==> config.mk <==
export PLATFORM = sky130hd
export DESIGN_NAME = pulse_burst_controller
export DESIGN_NICKNAME = d
export VERILOG_FILES = /design/src/rtl/pulse_ctrl_pkg.sv /design/src/rtl/pulse_phase_counter.sv /design/src/rtl/pulse_burst_controller.sv
export SDC_FILE = /design/constraint.sdc
export NUM_CORES = 1
export LEC_CHECK = 0
export CORE_ASPECT_RATIO = 0.8
export CORE_UTILIZATION = 30
export CTS_BUF_LIST = sky130_fd_sc_hd__clkbuf_8
export DETAILED_ROUTE_END_ITERATION = 12
export HOLD_SLACK_MARGIN = 0.06
export SYNTH_ARGS = -nofsm -noshare
export SYNTH_HDL_FRONTEND = slang
export SYNTH_SLANG_ARGS = --single-unit
==> constraint.sdc <==
create_clock -name clk -period 6 [get_ports clk]
set_clock_uncertainty 0.05 [all_clocks]
set_input_delay 0.9 -clock clk [delete_from_list [all_inputs] [get_ports clk]]
set_output_delay 0.9 -clock clk [all_outputs]
set_load 0.03 [all_outputs]
==> run_1/density.png <==
12 x 10 tiles, from white (low) to dark blue (high), 0 to 100% covered.
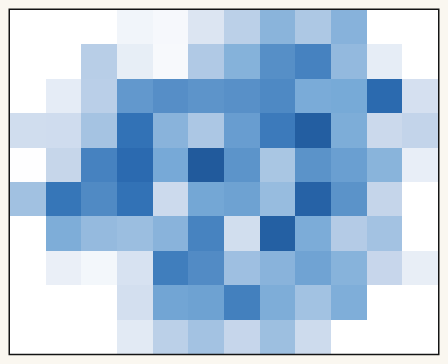
fullest tile: 83%
mean over tiles: 34%
tiles over 75% full: 5.0%
fp_density: 31.2%
CORE AREA: 10400 um^2

==> run_1/final_placement.png <==
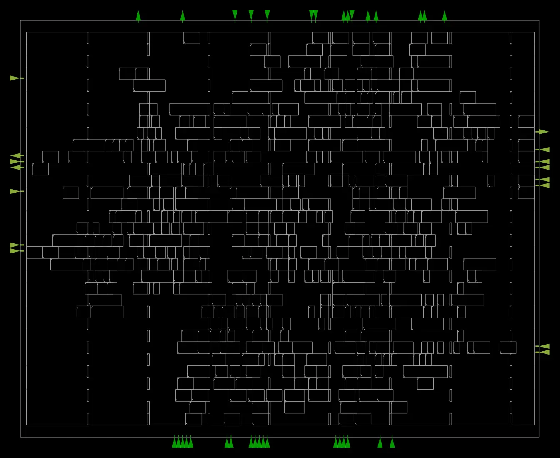
site row count: 33
fin cells: 604
tap cells: 140
Final Util: 38.1%

==> run_1/zoom.png <==
Window x 79 to 99, y 61 to 81 um. Cells in gray, sequential cells in the stronger gray; small squares are vias.
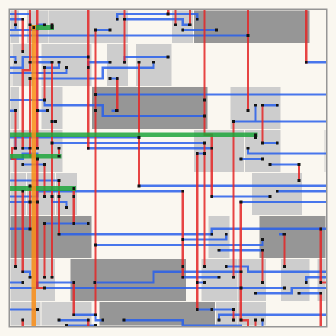
legend:
  met2:
    color: red
  met4:
    color: orange
  met1:
    color: blue
  met3:
    color: green
cells with their middle in the window: 30
sequential cells in the window: 6
most frequent: dfxtp_1 (6), a21oi_1 (5)

==> impl_metrics.csv, run 1 <==
group,metric,value,unit
pwr,leakage,1.46,nW
cts,clock.latency.late_pin,0.31,ns
global_routing,grt_usage,17.2,%
cts,clkSinkCount,46,
final_layout,flops,46,
critical_path,crit_top_cell,"nand2_1",
critical_path,crit_fanout,7,
die,io-pin-count,48,
final_timing,post-route-period-util,90.3,%
cts,ctsResizeCount,0,
global_routing,grt_overflow,0,
global_routing,grt_util_met1,24.9,%
yosys,yosys_area,3250,um^2
final_timing,maxSlewHeadroom,34.6,%
critical_path,reg2regPathDepth,12,
route,routed-wl-met2,4.09,mm
critical_path,critical-path-top-delay-family,"simple AND/OR/NAND/NOR gates",
critical_path,critical_path.slowest_cell,"clkdlybuf4s50_1",
yosys,aoi_share,25.9,%
final_layout,seq-cell-share,23.3,%
cts,cts_tree,"yes",
hold_path,hp-class,"reg2reg",
yosys,syn_area,3250,um^2
final_layout,logic_area,2200,um^2
placement,port_buffers,47,
yosys,fp_nets,479,
placement,hpwl,7.34,mm
global_routing,antenna_found_initial,0,
hold_path,min_path_cells,2,
route,postRouteAntennaNets,0,
yosys,topCellsByArea,"dfxtp_1, ha_1, nor2_1",
route,routedWlPerCell,15.8,um
final_layout,clkCellAreaFrac,2.34,%
run_status,status,"complete, no violations",
critical_path,crit_path_end_kind,"flip-flop",
yosys,mux_area_share,0.616,%
yosys,ys_sh_simple,26.8,%
global_routing,grt_pass1_wl,15.3,mm
critical_path,reg2reg_setup_slack,3.05,ns
pwr,powerDensity,232,nW/um^2
final_timing,fin_tns_setup,0,ns
cts,cts_buffer_depth,2,
critical_path,cp_slowest_stage_delay,0.55,ns
final_layout,seqCellArea,921,um^2
yosys,synth-edff-count,0,
critical_path,path_class,"in2reg",
final_layout,areaGrowthSynthToFinish,21.8,%
final_timing,fmax,185,MHz
yosys,top_cell,"nor2_1",
final_layout,nonClkBufAreaFrac,12.6,%
yosys,ys_cells,422,
final_layout,nNonClkBuffers,51,
placement,gp_congestion,0.887,
global_routing,use_met2,27.1,%
final_layout,comb-cell-share,55.6,%
route,dr.pass1.iters,7,
route,drt-total-wl,9.52,mm
cts,cts_buffers,5,
final_timing,worstMarginPinSlew,0.977,ns
route,drt-met1-wl,4.80,mm
global_routing,grt_pass1_vias,3005,
final_timing,rsz0062_at_grt,"false",
yosys,synth_seq_share,28.3,%
yosys,async_flop_share,0,%
critical_path,critical_path.cell_chain,"clkdlybuf4s50_1 > nor4_2 > nand2_1 > o21ai_0 > buf_4 > ha_1 > nor3b_1 > nand2_1 > xor2_1 > ha_1 > o21ai_0 > o21bai_1 > nor3_2 > nor2_1 > a211o_1 > a221o_1 > nand2_1 > a31oi_1",
critical_path,cp_num_cells,18,
die,die_h,95.1,um
run,max_cap_violations,0,
yosys,synth_area_per_cell,7.70,um^2
yosys,fa_ha_area_share,8.31,%
final_layout,fillers,1092,
critical_path,timing.critical_path.buf_inv,2,
final_layout,most-common-layout-cells,"nor2_1, nand2_1, clkdlybuf4s50_1, dfxtp_1, a21oi_1",
placement,place_area,3870,um^2
final_timing,timing_max_transition_violations_final,0,
yosys,flop_cell,"dfxtp_1",
critical_path,arrival,5.52,ns
-- run 1: power by group --
group,switching (W),total [W],internal [W],leakage [nW]
Clock,0.000122,0.000205,0.0000836,0.0408
Combinational,0.000200,0.000344,0.000144,1.04
Sequential,0.0000339,0.000369,0.000335,0.377
Total,0.000355,0.000917,0.000562,1.46
-- run 1: per-stage QoR --
step / power, W / instances / setup WS, ns
finish: 0.000917 / 604 / 0.581
detailed placement: 0.000714 / 596 / 0.353
global placement: 0.000710 / 596 / 0.637
floorplan: 0.000602 / 422 / 1.47
global route: 0.000976 / 604 / 0.0888
CTS: 0.000919 / 604 / 0.628
-- run 1: worst min-delay path, stage by stage (launching register included) --
cell and delay, ns:
dfxtp_1 0.33, nand2_1 0.05, a21oi_1 0.05
==> run 2, diff against run 1 <==
--- a/config.mk
+++ b/config.mk
@@ -6,10 +6,11 @@
 export NUM_CORES = 1
 export LEC_CHECK = 0
 export CORE_ASPECT_RATIO = 0.8
-export CORE_UTILIZATION = 30
+export CORE_UTILIZATION = 57
 export CTS_BUF_LIST = sky130_fd_sc_hd__clkbuf_8
 export DETAILED_ROUTE_END_ITERATION = 12
 export HOLD_SLACK_MARGIN = 0.06
+export PLACE_DENSITY = 0.83
 export SYNTH_ARGS = -nofsm -noshare
 export SYNTH_HDL_FRONTEND = slang
 export SYNTH_SLANG_ARGS = --single-unit
==> impl_metrics.csv, run 2 <==
group,metric,value,unit
cts,ctsResizeCount,0,
die,rows,24,
pwr,powerDensity,246,nW/um^2
final_layout,logic_area,2200,um^2
pwr,total_power,0.000960,W
placement,post-place-cells,533,
critical_path,arrival,5.52,ns
critical_path,reg2reg_setup_slack,2.84,ns
critical_path,crit_fanout,7,
final_timing,fin_tns_setup,0,ns
yosys,syn_area,3250,um^2
cts,htree_num_levels,2,
cts,cts_buffer_depth,2,
critical_path,cp_num_cells,18,
critical_path,reg2regPathDepth,12,
yosys,ys_cells,422,
run,max_cap_violations,0,
pwr,p_seq_share,38.5,%
die,io-pin-count,48,
route,routedWlPerCell,17.3,um
global_routing,grt_usage,32.4,%
critical_path,critical_path.cell_chain,"clkdlybuf4s50_1 > nor4_2 > nand2_1 > o21ai_0 > buf_4 > ha_1 > nor3b_1 > nand2_1 > xor2_1 > ha_1 > a211oi_1 > o21bai_1 > nor3_2 > o31a_1 > o41ai_1 > nor4b_1 > nand4_1 > o31ai_2",
pwr,swShare,37.2,%
global_routing,grt_pass1_vias,3074,
die,nWellTaps,78,
yosys,async_flop_share,0,%
cts,clkSinkCount,46,
global_routing,grt_overflow,0,
route,vias,3360,
pwr,p_int,0.000603,W
critical_path,critPathLaunchType,"primary input",
pwr,maxPowerGroup,"registers",
cts,cts_buffers,5,
yosys,top_cell,"nor2_1",
final_layout,clkCellAreaFrac,2.92,%
placement,place_area,3780,um^2
placement,port_buffers,47,
final_timing,worstMarginPinSlew,1.17,ns
critical_path,crit_path_end_kind,"flip-flop",
pwr,pg_comb,0.000348,W
global_routing,grt_pass1_wl,15.1,mm
yosys,yosys_area,3250,um^2
route,postRouteAntennaNets,0,
placement,gp_congestion,0.953,
yosys,synth-edff-count,0,
final_layout,comb-cell-share,56.6,%
pwr,leakage,1.46,nW
yosys,synth_seq_share,28.3,%
pwr,p_sw,0.000357,W
run_status,status,"complete, no violations",
placement,dp_slack,0.387,ns
pwr,powerClk,0.000241,W
cts,clock.latency.late_pin,0.31,ns
global_routing,antenna_found_initial,0,
final_timing,timing_max_transition_violations_final,0,
final_layout,seq-cell-share,23.6,%
final_timing,rsz0062_at_grt,"false",
final_timing,post-route-period-util,89.1,%
final_timing,holdWs,0.423,ns
yosys,topCellsByArea,"dfxtp_1, ha_1, nor2_1",
route,drt-total-wl,9.38,mm
cts,postCtsHoldBufs,0,
pwr,clkPwrFrac,25.1,%
yosys,synth_area_per_cell,7.70,um^2
critical_path,cp_slowest_stage_delay,0.55,ns
final_layout,seqCellArea,921,um^2
final_layout,fillers,470,
cts,cts_tree,"yes",
critical_path,timing.critical_path.buf_inv,2,
hold_path,min_path_cells,2,
die,die_h,69.5,um
route,dr.pass1.iters,7,
yosys,fp_nets,479,
final_layout,most-common-layout-cells,"nor2_1, nand2_1, clkdlybuf4s50_1, dfxtp_1, a21oi_1",
final_layout,flops,46,
yosys,flop_cell,"dfxtp_1",
final_layout,nonClkBufAreaFrac,12.7,%
critical_path,critical_path.slowest_cell,"clkdlybuf4s50_1",
pwr,p_comb_share,36.3,%
critical_path,path_class,"in2reg",
placement,hpwl,7.15,mm
final_timing,fmax,187,MHz
final_timing,maxSlewHeadroom,21.3,%
pwr,pg_seq,0.000370,W
critical_path,critical-path-top-delay-family,"simple AND/OR/NAND/NOR gates",
## run 2: netlist changes by cell type in the layout (fill, tap and decap cells not counted)
cell | previous run | this run
inv_6 | 1 | 0
bufinv_16 | 0 | 1
buf_4 | 4 | 3
## run 2: cell families after synthesis
family	count (synthesis)	share of synthesized area (%)
and+or+nand+nor	175	26.8
muxes	2	0.616
DFF	46	28.3
xor gates and xnor gates	22	5.93
AOI/OAI and AO/OA	121	25.9
buffers and inverters	35	4.16
adders and majority gates	21	8.31
## run 2: metal layers
layer	track usage [%]	vias to the layer above	wire [um]
li1	-	1629	-
met3	6.55	17	800
met1	48.1	1575	4450
met5	0	-	0
met2	46.9	139	4000
met4	9.63	0	140
==> run_2/density.png <==
9 x 7 tiles, from white (low) to dark blue (high), 0 to 100% covered.
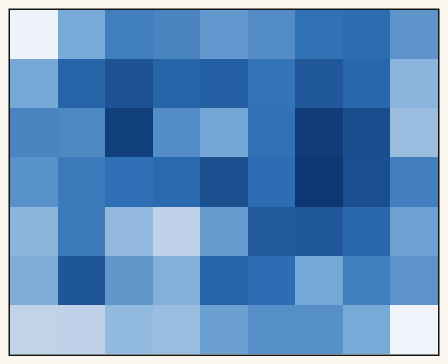
densest ninth of the die: east
fullest tile: 97%
mean over tiles: 63%
Final Util: 71.3%
fp_density: 59.5%
CORE AREA: 5470 um^2

==> run_2/drive_strength.png <==
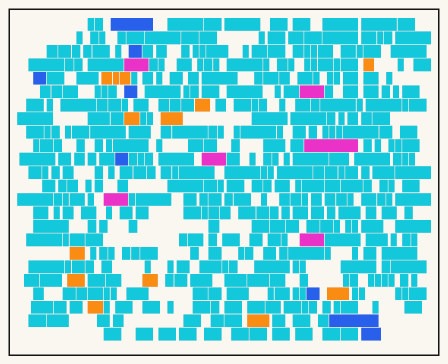
legend:
  drive 2:
    color: orange
    cells: 13
    share: 2.8%
  drive 3 to 4:
    color: blue
    cells: 8
    share: 1.7%
    most_used: buf_4
  drive 1 or less:
    color: cyan
    cells: 436
    share: 94%
    most_used: nor2_1
  drive 6 and up:
    color: magenta
    cells: 6
    share: 1.3%
    most_used: clkbuf_8
Setup WS post-layout: 0.656 ns
fin area: 3900 um^2
count of non-CTS buffers in the layout: 50
Area Growth Syn to Fin: 19.9%

Power figures rest on the tool's default switching activity, not on a simulated workload.
